==> config.mk <==
export PLATFORM = sky130hd
export DESIGN_NAME = memristor_pulse_sequencer_flat
export DESIGN_NICKNAME = d
export VERILOG_FILES = /design/src/rtl/memristor_pulse_sequencer_pkg.sv /design/src/rtl/memristor_pulse_sequencer_if.sv /design/src/rtl/memristor_pulse_sequencer_rr_arbiter.sv /design/src/rtl/memristor_pulse_sequencer.sv /design/src/flat_wrapper.sv
export SDC_FILE = /design/constraint.sdc
export NUM_CORES = 1
export LEC_CHECK = 0
export ABC_AREA = 1
export CELL_PAD_IN_SITES_DETAIL_PLACEMENT = 1
export CELL_PAD_IN_SITES_GLOBAL_PLACEMENT = 1
export CORE_MARGIN = 2
export CORE_UTILIZATION = 30
export CTS_CLUSTER_DIAMETER = 80
export DETAILED_ROUTE_END_ITERATION = 8
export GPL_TIMING_DRIVEN = 1
export PLACE_DENSITY = 0.64
export SLEW_MARGIN = 20
export SYNTH_ARGS = -nofsm -noshare
export SYNTH_HDL_FRONTEND = slang
export SYNTH_SLANG_ARGS = --single-unit
==> constraint.sdc <==
create_clock -name wb_clk_i -period 2.4 [get_ports wb_clk_i]
set_input_delay 0.6 -clock wb_clk_i [delete_from_list [all_inputs] [get_ports wb_clk_i]]
set_output_delay 0.6 -clock wb_clk_i [all_outputs]
set_load 0.02 [all_outputs]
==> run_1/met1.png <==
Supply wires on this layer in grey.
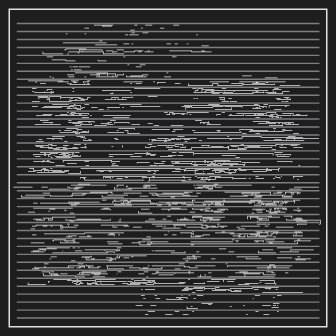
main direction = horizontal
share of all routed wire = 47%
longest straight run = 51.1 µm
DRT Wirelength: 8160 µm
vias: 2,900
grt met1 use: 19.3%

==> run_1/met2.png <==
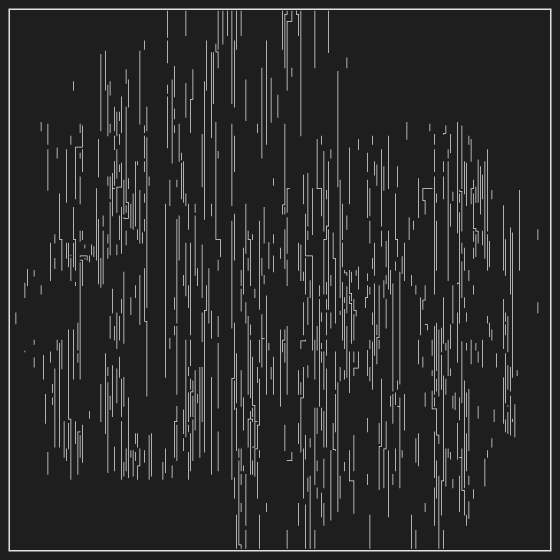
wire length on this layer = 4,130 µm
longest straight run = 34.7 µm
main direction = vertical
share of all routed wire = 51%
nets with wire on the layer = 448
GR Util met2: 27.5%

==> run_1/met3.png <==
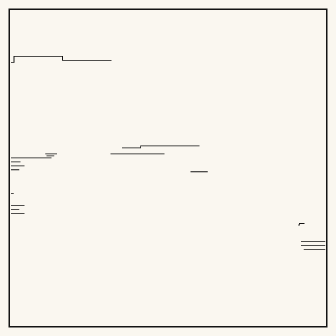
main direction = horizontal
wire length on this layer = 155 µm
share of all routed wire = 1.9%
nets with wire on the layer = 17
longest straight run = 20.0 µm
grt met3 use: 2.17%

==> flow_metrics.py, run 1 <==
# Physical implementation metrics
metrics = {
    "clock_network": {
        "numClockSinks": 53,
        "cts_root_buf": "clkbuf_8",
        "h-tree-depth": 2,
        "clock_latency_ns": 0.32,
        "post_cts_buffers": 0,
    },
    "route": {
        "routedWlPerCell_um": 13.0,
        "drtIter0Drc": 104,
        "met3WireLength_um": 154,
    },
    "floorplan": {
        "die_area_mm2": 0.0117,
    },
    "flow_run": {
        "drv_cap": 0,
        "warnings": 29,
    },
    "setup_path": {
        "cp-start-kind": "flop",
        "worstSetupEndpointType": "flop",
        "cpLargestDelayFamily": "simple AND/OR/NAND/NOR gates",
        "cp.depth": 13,
        "ff2ff_path_depth": 13,
        "cp_common_cell": "nand2_1",
    },
    "hold_path": {
        "hold_path.class": "flop to flop",
    },
    "layout": {
        "seq_area_mm2": 0.00133,
        "finalCoreUtilization_pct": 37.6,
        "fin_area_mm2": 0.00392,
        "comb_cells": 309,
        "area_growth_syn_to_layout_pct": 20.7,
        "fin_cells": 626,
        "buffers_excl_clock": 43,
        "seq_share_pct": 33.9,
    },
    "synthesis": {
        "ys_cells": 446,
        "xor_area_share_pct": 2.43,
        "syn-cell-area_mm2": 0.00324,
        "ys_top_logic_family": "simple AND/OR/NAND/NOR gates",
        "synth_area_leader_cell": "dfrtp_1",
        "yosys-top-cells-area": "dfrtp_1 (41%), nand2_1 (15%), inv_1 (8.1%), o21ai_0 (6.2%), nand3_1 (4.6%)",
    },
    "run_status": {
        "status": "finished, final reports clean",
    },
    "global_route": {
        "grt_use_total_pct": 15.2,
    },
    "placed_design": {
        "dp_slack_ns": 0.144,
        "post-dp-hpwl_um": 6560,
    },
    "power": {
        "p_switching_mw": 2.25,
        "power_mw": 4.66,
        "vdd_drop_max_v": 0.000372,
        "powerClk_mw": 0.562,
        "p_int_mw": 2.41,
        "seq_power_mw": 1.49,
    },
    "final_timing": {
        "setup_slack_ns": 0.370,
    },
}
==> run_1/wire_density.png <==
The bar under the picture is 20 µm long. 22 x 22 tiles, from dark purple (low) to yellow (high), scaled to the fullest tile. Values are wire area over tile area, all layers added.
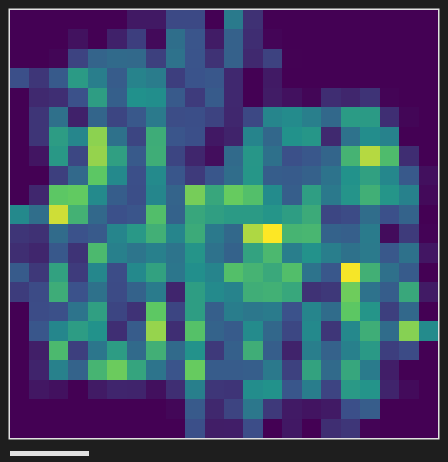

==> run 1 -> run 2 <==
==> constraint.sdc (replaced) <==
create_clock -name wb_clk_i -period 2.1 [get_ports wb_clk_i]
set_input_delay 0.525 -clock wb_clk_i [delete_from_list [all_inputs] [get_ports wb_clk_i]]
set_output_delay 0.525 -clock wb_clk_i [all_outputs]
set_load 0.02 [all_outputs]
==> run_2/wire_density.png <==
The bar under the picture is 20 µm long. 22 x 22 tiles, from dark purple (low) to yellow (high), scaled to the fullest tile. Values are wire area over tile area, all layers added.
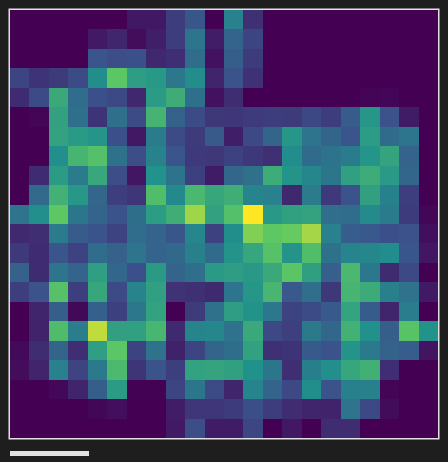
fullest tile = 0.39
emptiest ninth of the die = north-east
mean over tiles = 0.11
densest ninth of the die = centre
tiles over half the peak = 19%
nearly empty tiles = 23%
DRT Wirelength: 8180 µm
GRT Total Usage: 15.5%
routed length per instance: 12.9 µm
vias: 2,940

==> run_2/met2.png <==
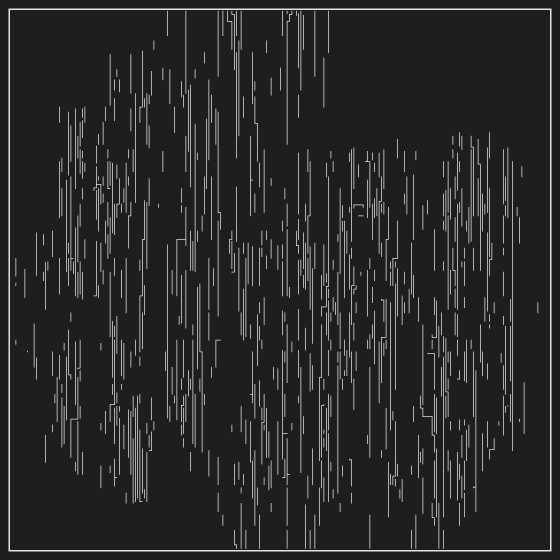
main direction = vertical
nets with wire on the layer = 458
wire length on this layer = 4,010 µm
share of all routed wire = 49%
GR Util met2: 27.6%

==> flow_metrics.py, run 2 <==
# Physical implementation metrics
metrics = {
    "run_status": {
        "status": "finished, final reports clean",
    },
    "clock_network": {
        "clock_latency_ns": 0.31,
        "post_cts_buffers": 0,
        "cts_root_buf": "clkbuf_8",
        "numClockSinks": 53,
    },
    "layout": {
        "buffers_excl_clock": 53,
        "fin_cells": 636,
        "seq_area_mm2": 0.00133,
        "seq_share_pct": 32.8,
        "area_growth_syn_to_layout_pct": 24.6,
        "finalCoreUtilization_pct": 38.8,
    },
    "setup_path": {
        "cpLargestDelayFamily": "AND-OR/OR-AND gates",
        "cp.depth": 10,
        "worstSetupEndpointType": "flop",
        "cp-start-kind": "flop",
        "ff2ff_path_depth": 10,
    },
    "placed_design": {
        "post-dp-hpwl_um": 6650,
        "dp_slack_ns": -0.0781,
    },
    "power": {
        "p_switching_mw": 2.62,
        "seq_power_mw": 1.70,
        "power_mw": 5.58,
    },
    "synthesis": {
        "synth_area_leader_cell": "dfrtp_1",
        "ys_top_logic_family": "simple AND/OR/NAND/NOR gates",
        "ys_cells": 446,
        "syn-cell-area_mm2": 0.00324,
        "yosys-top-cells-area": "dfrtp_1 (41%), nand2_1 (15%), inv_1 (8.1%), o21ai_0 (6.2%), nand3_1 (4.6%)",
    },
    "global_route": {
        "use_met3_pct": 2.23,
        "use_met1_pct": 20.5,
    },
    "final_timing": {
        "setup_slack_ns": 0.190,
    },
    "floorplan": {
        "die_area_mm2": 0.0117,
    },
}
Power figures rest on the tool's default switching activity, not on a simulated workload.
